===== src/rtl/ctrl_sequencer_if.sv =====
// Handshake and stage-enable bundle between the instruction sequencer and the
// surrounding bus-wait logic / datapath. The master side is the sequencer itself;
// the slave side is whatever supplies stall/request inputs and consumes enables.
interface ctrl_sequencer_if #(
    parameter int STATE_W    = 10,
    parameter int WAIT_CNT_W = 8
);
    logic                  need_wait;
    logic                  mem_req;
    logic                  wb_req;
    logic                  halt_req;
    logic                  resume;
    logic                  fetch_en;
    logic                  decode_en;
    logic                  alu_en;
    logic                  mem_en;
    logic                  reg_write_en;
    logic                  incr_pc;
    logic                  retire;
    logic                  halted;
    logic                  timeout_err;
    logic [WAIT_CNT_W-1:0] wait_count;
    logic [STATE_W-1:0]    dbg_state;

    modport master (
        input  need_wait, mem_req, wb_req, halt_req, resume,
        output fetch_en, decode_en, alu_en, mem_en, reg_write_en,
               incr_pc, retire, halted, timeout_err, wait_count, dbg_state
    );

    modport slave (
        output need_wait, mem_req, wb_req, halt_req, resume,
        input  fetch_en, decode_en, alu_en, mem_en, reg_write_en,
               incr_pc, retire, halted, timeout_err, wait_count, dbg_state
    );
endinterface


===== src/rtl/ctrl_sequencer.sv =====
// Multi-cycle instruction sequencer. Walks FETCH -> DECODE -> ALU -> [MEM] ->
// [REG_WRITE], skipping MEM / REG_WRITE per instruction, with a halt/resume
// handshake at instruction boundaries and a stall watchdog that parks the core
// in HALT when a single stage is held too long.
module ctrl_sequencer #(
    parameter int STATE_W    = 10,
    parameter int WAIT_CNT_W = 8,
    parameter int MAX_WAIT   = 200
) (
    input  logic             clk,
    input  logic             rst_n,
    ctrl_sequencer_if.master bus
);

    typedef enum logic [5:0] {
        FETCH     = 6'h01,
        DECODE    = 6'h02,
        ALU       = 6'h04,
        MEM       = 6'h08,
        REG_WRITE = 6'h10,
        HALT      = 6'h20
    } state_t;

    localparam logic [WAIT_CNT_W-1:0] WAIT_MAX  = WAIT_CNT_W'(MAX_WAIT);
    localparam logic [WAIT_CNT_W-1:0] WAIT_TRIP = WAIT_CNT_W'(MAX_WAIT - 1);

    // The state register is a plain vector so that corrupted, non-one-hot values
    // remain representable and can be steered back to FETCH.
    logic [5:0]            state_q;
    logic [5:0]            state_d;
    logic                  mem_flag_q;
    logic                  wb_flag_q;
    logic [WAIT_CNT_W-1:0] wait_count_q;
    logic                  timeout_q;
    logic                  stalled;
    logic                  boundary;
    logic                  trip;
    logic                  incr_pc;
    logic                  retire;

    // Next-state decode, boundary handling and watchdog override.
    always_comb begin
        state_d  = state_q;
        incr_pc  = 1'b0;
        retire   = 1'b0;
        boundary = 1'b0;
        stalled  = 1'b0;
        trip     = 1'b0;

        case (state_q)
            FETCH: begin
                if (bus.need_wait) stalled = 1'b1;
                else               state_d = DECODE;
            end
            DECODE: begin
                if (bus.need_wait) begin
                    stalled = 1'b1;
                end else begin
                    state_d = ALU;
                    incr_pc = 1'b1;
                end
            end
            ALU: begin
                if (bus.need_wait)  stalled  = 1'b1;
                else if (mem_flag_q) state_d = MEM;
                else if (wb_flag_q)  state_d = REG_WRITE;
                else                 boundary = 1'b1;
            end
            MEM: begin
                if (bus.need_wait)  stalled  = 1'b1;
                else if (wb_flag_q) state_d  = REG_WRITE;
                else                boundary = 1'b1;
            end
            REG_WRITE: begin
                if (bus.need_wait) stalled  = 1'b1;
                else               boundary = 1'b1;
            end
            HALT: begin
                if (bus.resume) state_d = FETCH;
            end
            default: begin
                state_d = FETCH;
            end
        endcase

        if (boundary) begin
            retire  = 1'b1;
            state_d = bus.halt_req ? HALT : FETCH;
        end

        if (stalled && (wait_count_q == WAIT_TRIP)) begin
            trip    = 1'b1;
            state_d = HALT;
        end
    end

    // State register plus the per-instruction MEM/WB flags captured as DECODE retires.
    always_ff @(posedge clk or negedge rst_n) begin
        if (!rst_n) begin
            state_q    <= FETCH;
            mem_flag_q <= 1'b0;
            wb_flag_q  <= 1'b0;
        end else begin
            state_q <= state_d;
            if ((state_q == DECODE) && !bus.need_wait) begin
                mem_flag_q <= bus.mem_req;
                wb_flag_q  <= bus.wb_req;
            end
        end
    end

    // Watchdog: count consecutive stalled edges in one stage, sticky timeout flag.
    always_ff @(posedge clk or negedge rst_n) begin
        if (!rst_n) begin
            wait_count_q <= '0;
            timeout_q    <= 1'b0;
        end else begin
            if (state_d != state_q) begin
                wait_count_q <= '0;
            end else if (stalled && (wait_count_q != WAIT_MAX)) begin
                wait_count_q <= wait_count_q + WAIT_CNT_W'(1);
            end
            if (trip) begin
                timeout_q <= 1'b1;
            end
        end
    end

    assign bus.fetch_en     = (state_q == FETCH);
    assign bus.decode_en    = (state_q == DECODE);
    assign bus.alu_en       = (state_q == ALU);
    assign bus.mem_en       = (state_q == MEM);
    assign bus.reg_write_en = (state_q == REG_WRITE);
    assign bus.halted       = (state_q == HALT);
    assign bus.incr_pc      = incr_pc;
    assign bus.retire       = retire;
    assign bus.timeout_err  = timeout_q;
    assign bus.wait_count   = wait_count_q;
    assign bus.dbg_state    = STATE_W'(state_q);

endmodule


===== src/flat_wrapper.sv =====
// flat-port wrapper written by rule: the top's interface ports become plain ports
module ctrl_sequencer_flat 
#(
    parameter int STATE_W    = 10,
    parameter int WAIT_CNT_W = 8,
    parameter int MAX_WAIT   = 200
)
  (clk, rst_n, bus_need_wait, bus_mem_req, bus_wb_req, bus_halt_req, bus_resume, bus_fetch_en, bus_decode_en, bus_alu_en, bus_mem_en, bus_reg_write_en, bus_incr_pc, bus_retire, bus_halted, bus_timeout_err, bus_wait_count, bus_dbg_state);
  ctrl_sequencer_if #(.STATE_W(STATE_W), .WAIT_CNT_W(WAIT_CNT_W)) bus_i ();
  input  logic clk;
  input  logic rst_n;
  input wire logic [$bits(bus_i.need_wait)-1:0] bus_need_wait;
  input wire logic [$bits(bus_i.mem_req)-1:0] bus_mem_req;
  input wire logic [$bits(bus_i.wb_req)-1:0] bus_wb_req;
  input wire logic [$bits(bus_i.halt_req)-1:0] bus_halt_req;
  input wire logic [$bits(bus_i.resume)-1:0] bus_resume;
  output wire logic [$bits(bus_i.fetch_en)-1:0] bus_fetch_en;
  output wire logic [$bits(bus_i.decode_en)-1:0] bus_decode_en;
  output wire logic [$bits(bus_i.alu_en)-1:0] bus_alu_en;
  output wire logic [$bits(bus_i.mem_en)-1:0] bus_mem_en;
  output wire logic [$bits(bus_i.reg_write_en)-1:0] bus_reg_write_en;
  output wire logic [$bits(bus_i.incr_pc)-1:0] bus_incr_pc;
  output wire logic [$bits(bus_i.retire)-1:0] bus_retire;
  output wire logic [$bits(bus_i.halted)-1:0] bus_halted;
  output wire logic [$bits(bus_i.timeout_err)-1:0] bus_timeout_err;
  output wire logic [$bits(bus_i.wait_count)-1:0] bus_wait_count;
  output wire logic [$bits(bus_i.dbg_state)-1:0] bus_dbg_state;
  assign bus_i.need_wait = bus_need_wait;
  assign bus_i.mem_req = bus_mem_req;
  assign bus_i.wb_req = bus_wb_req;
  assign bus_i.halt_req = bus_halt_req;
  assign bus_i.resume = bus_resume;
  assign bus_fetch_en = bus_i.fetch_en;
  assign bus_decode_en = bus_i.decode_en;
  assign bus_alu_en = bus_i.alu_en;
  assign bus_mem_en = bus_i.mem_en;
  assign bus_reg_write_en = bus_i.reg_write_en;
  assign bus_incr_pc = bus_i.incr_pc;
  assign bus_retire = bus_i.retire;
  assign bus_halted = bus_i.halted;
  assign bus_timeout_err = bus_i.timeout_err;
  assign bus_wait_count = bus_i.wait_count;
  assign bus_dbg_state = bus_i.dbg_state;
  ctrl_sequencer #(.STATE_W(STATE_W), .WAIT_CNT_W(WAIT_CNT_W), .MAX_WAIT(MAX_WAIT)) u_core (.clk(clk), .rst_n(rst_n), .bus(bus_i));
endmodule

===== config.mk =====
export PLATFORM = sky130hd
export DESIGN_NAME = ctrl_sequencer_flat
export DESIGN_NICKNAME = d
export VERILOG_FILES = /design/src/rtl/ctrl_sequencer_if.sv /design/src/rtl/ctrl_sequencer.sv /design/src/flat_wrapper.sv
export SDC_FILE = /design/constraint.sdc
export NUM_CORES = 1
export LEC_CHECK = 0
export ABC_AREA = 0
export CAP_MARGIN = 20
export CORE_ASPECT_RATIO = 0.8
export CORE_MARGIN = 1
export CORE_UTILIZATION = 35
export CTS_BUF_LIST = sky130_fd_sc_hd__clkbuf_4
export DETAILED_ROUTE_END_ITERATION = 10
export SETUP_SLACK_MARGIN = 0.5
export SLEW_MARGIN = 10
export SYNTH_ARGS = -nofsm -noshare
export SYNTH_HDL_FRONTEND = slang
export SYNTH_SLANG_ARGS = --single-unit

===== constraint.sdc =====
create_clock -name clk -period 3.59 [get_ports clk]
set_input_delay 1.077 -clock clk [delete_from_list [all_inputs] [get_ports clk]]
set_output_delay 1.077 -clock clk [all_outputs]
set_load 0.005 [all_outputs]

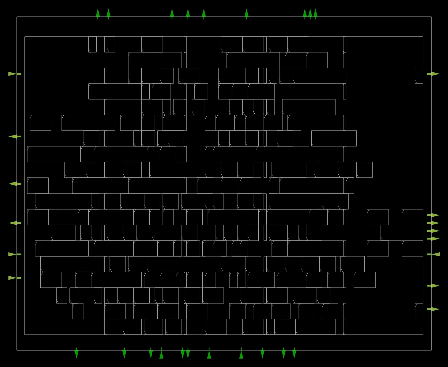
(placement view)
fin util: 56.5%
Flops: 17
fin cells: 246

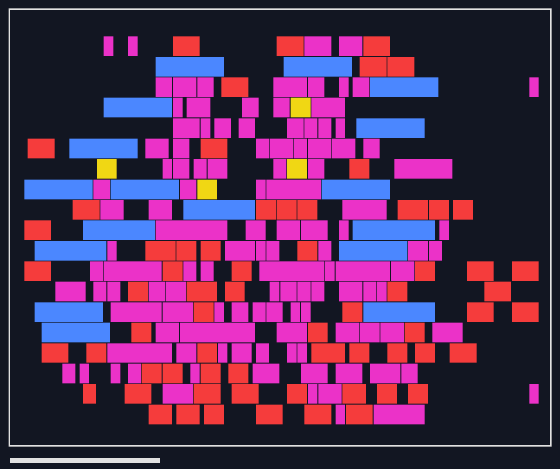
(placed cells, one color a class)
The bar under the picture is 20 um long.
- combinational and other logic: magenta (cells 118; share of their area 47%)
- clock drivers and dummy loads: yellow (cells 4; share of their area 1.5%)
- other buffers and delay cells: red (cells 65; share of their area 29%)
- flops: blue (cells 17; share of their area 22%)
row count: 19
Placeable Area: 0.00357 mm2
Seq/total area: 21.6%

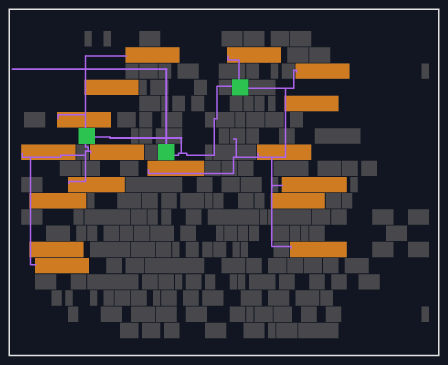
(routed clock nets over the placement)
- clock wires: purple (length 235 um)
- flip-flops: orange (count 17)
- clock drivers: green (count 3)
- routed clock nets: 4

==> job_summary.md <==
## Synthesis and layout report

| Metric | Value |
|---|---|
| Routed WL per cell | `15.7 um` |
| Slew @ Worst Pin | `0.797 ns` |
| Kind of critical path | `reg2out` |
| Peak supply drop | `0.301 mV` |
| Tool Warnings | `29` |
| Hold crit path type | `reg2reg` |
| Status | `finished clean` |
| Clock Sinks | `17` |
| Static Leak | `0.887 nW` |
| Worst hold-check slack | `~0.48 ns` |
| Max Freq | `313 MHz` |
| Post-route design area | `0.00201 mm2` |
| Synth-to-Final Area Change | `47.5%` |
| Clk_lat worst skew | `0.30 ns` |
| Synth Instances | `144` |
| Yosys reg bits | `17` |
| Yosys warning total | `0` |
| Initial antenna violation count | `0` |
| Clock slew at reported path FFs | `0.09 ns` |
| Final setup viols | `0` |
| FFs w/ async S/R, synth | `100%` |
| Minimum clock period after layout | `about 3.2 ns` |
| Final period util | `slightly below 90%` |
## worst reg2reg max path: stages (launching register included)
cell       delay (ns)
dfstp_4          0.66
buf_4            0.12
nor4_4           0.05
buf_4            0.14
mux2i_1          0.32
a211oi_4         0.19
o32ai_1          0.41
buf_4            0.19
o2111ai_4        0.16
nor4_1           0.34
## where the power goes
| part | switching, mW | total (mW) | internal [mW] |
|---|---|---|---|
| logic | 0.366 | 0.742 | 0.376 |
| registers | 0.0544 | 0.286 | 0.231 |
| clock network | 0.0610 | 0.112 | 0.0508 |
## what timing repair did
action                                  in CTS  in global routing
pin swaps                                    5                  5
resized                                     23                 10
endpoints found under the setup margin       8                  5
setup buffers                               17                  9
gates cloned                                 0                  0
## cells in the mapped netlist (all sizes together) (2+ instances only)
library cell	number	area, um2
a2111oi	2	23.8
a211oi	3	47.6
a21oi	10	53.8
a31oi	3	18.8
and2b	2	15.0
and3	3	18.8
buf	9	72.6
clkbuf	3	16.3
dfrtp	16	400
ha	2	25.0
inv	9	33.8
mux2i	2	20.0
nand2	5	18.8
nand3	2	10.0
nand4	4	25.0
nand4b	2	17.5
nor2	11	41.3
nor3	3	15.0
nor3b	2	20.0
nor4	10	68.8
nor4b	3	47.5
nor4bb	2	20.0
o21ai	7	35.0
or2	2	12.5
or4	2	18.8
xnor2	3	26.3
xor2	5	51.3
## worst paths after layout
check / slack (ns) / cells after the start / endpoint
max: 0.39 / 4 / bus_reg_write_en
min: 0.48 / 1 / u_core.bus.timeout_err
max reg2reg: 0.89 / 9 / u_core.bus.wait_count[7]
min reg2reg: 0.48 / 1 / u_core.bus.timeout_err
max in group asynchronous: 1.80 / 1 / u_core.state_q[2]
min in group asynchronous: 1.23 / 1 / u_core.state_q[1]
## cell families after synthesis
kind of cell | synth area share, %
AND/OR/NAND/NOR | 27.9
buffers and inverters | 8.98
AND-OR/OR-AND | 21.8
XOR/XNOR | 5.68
multiplexers | 2.29
adder cells (fa/ha/maj) | 1.83
flip-flops | 31.3
other | 0.275
## stage by stage
stage / cells / worst slack (ns)
after floorplan: 147 / 0.912
after global placement: 216 / 0.0129
after detailed placement: 216 / -0.0291
after CTS: 237 / 0.432
after global routing: 246 / 0.337
final: 246 / 0.391
## per-layer routing
layer  track usage, %  vias up  routed length [um]
li1                 -      652                   -
met1             28.1      674                1790
met2             31.0       66                1790
met3             4.17        2                 273
met4             3.92        0                  13
met5                0        -                   0
## final cells by class
type | instances | area (um2) | share of cell area [%]
clock buffers | 4 | 30.0 | 1.49
inverters | 9 | 33.8 | 1.68
multi-input cells | 109 | 896 | 44.5
flip-flops and latches | 17 | 435 | 21.6
well taps | 42 | 52.6 | 2.61
repair buffers | 65 | 566 | 28.1
## state kept, by name, summed over array words and instances, names as in the netlist
signal	count
u_core.bus.timeout_err	1
u_core.bus.wait_count	8
u_core.mem_flag_q	1
u_core.state_q	6
u_core.wb_flag_q	1
Power is estimated from default activity; no workload was simulated.
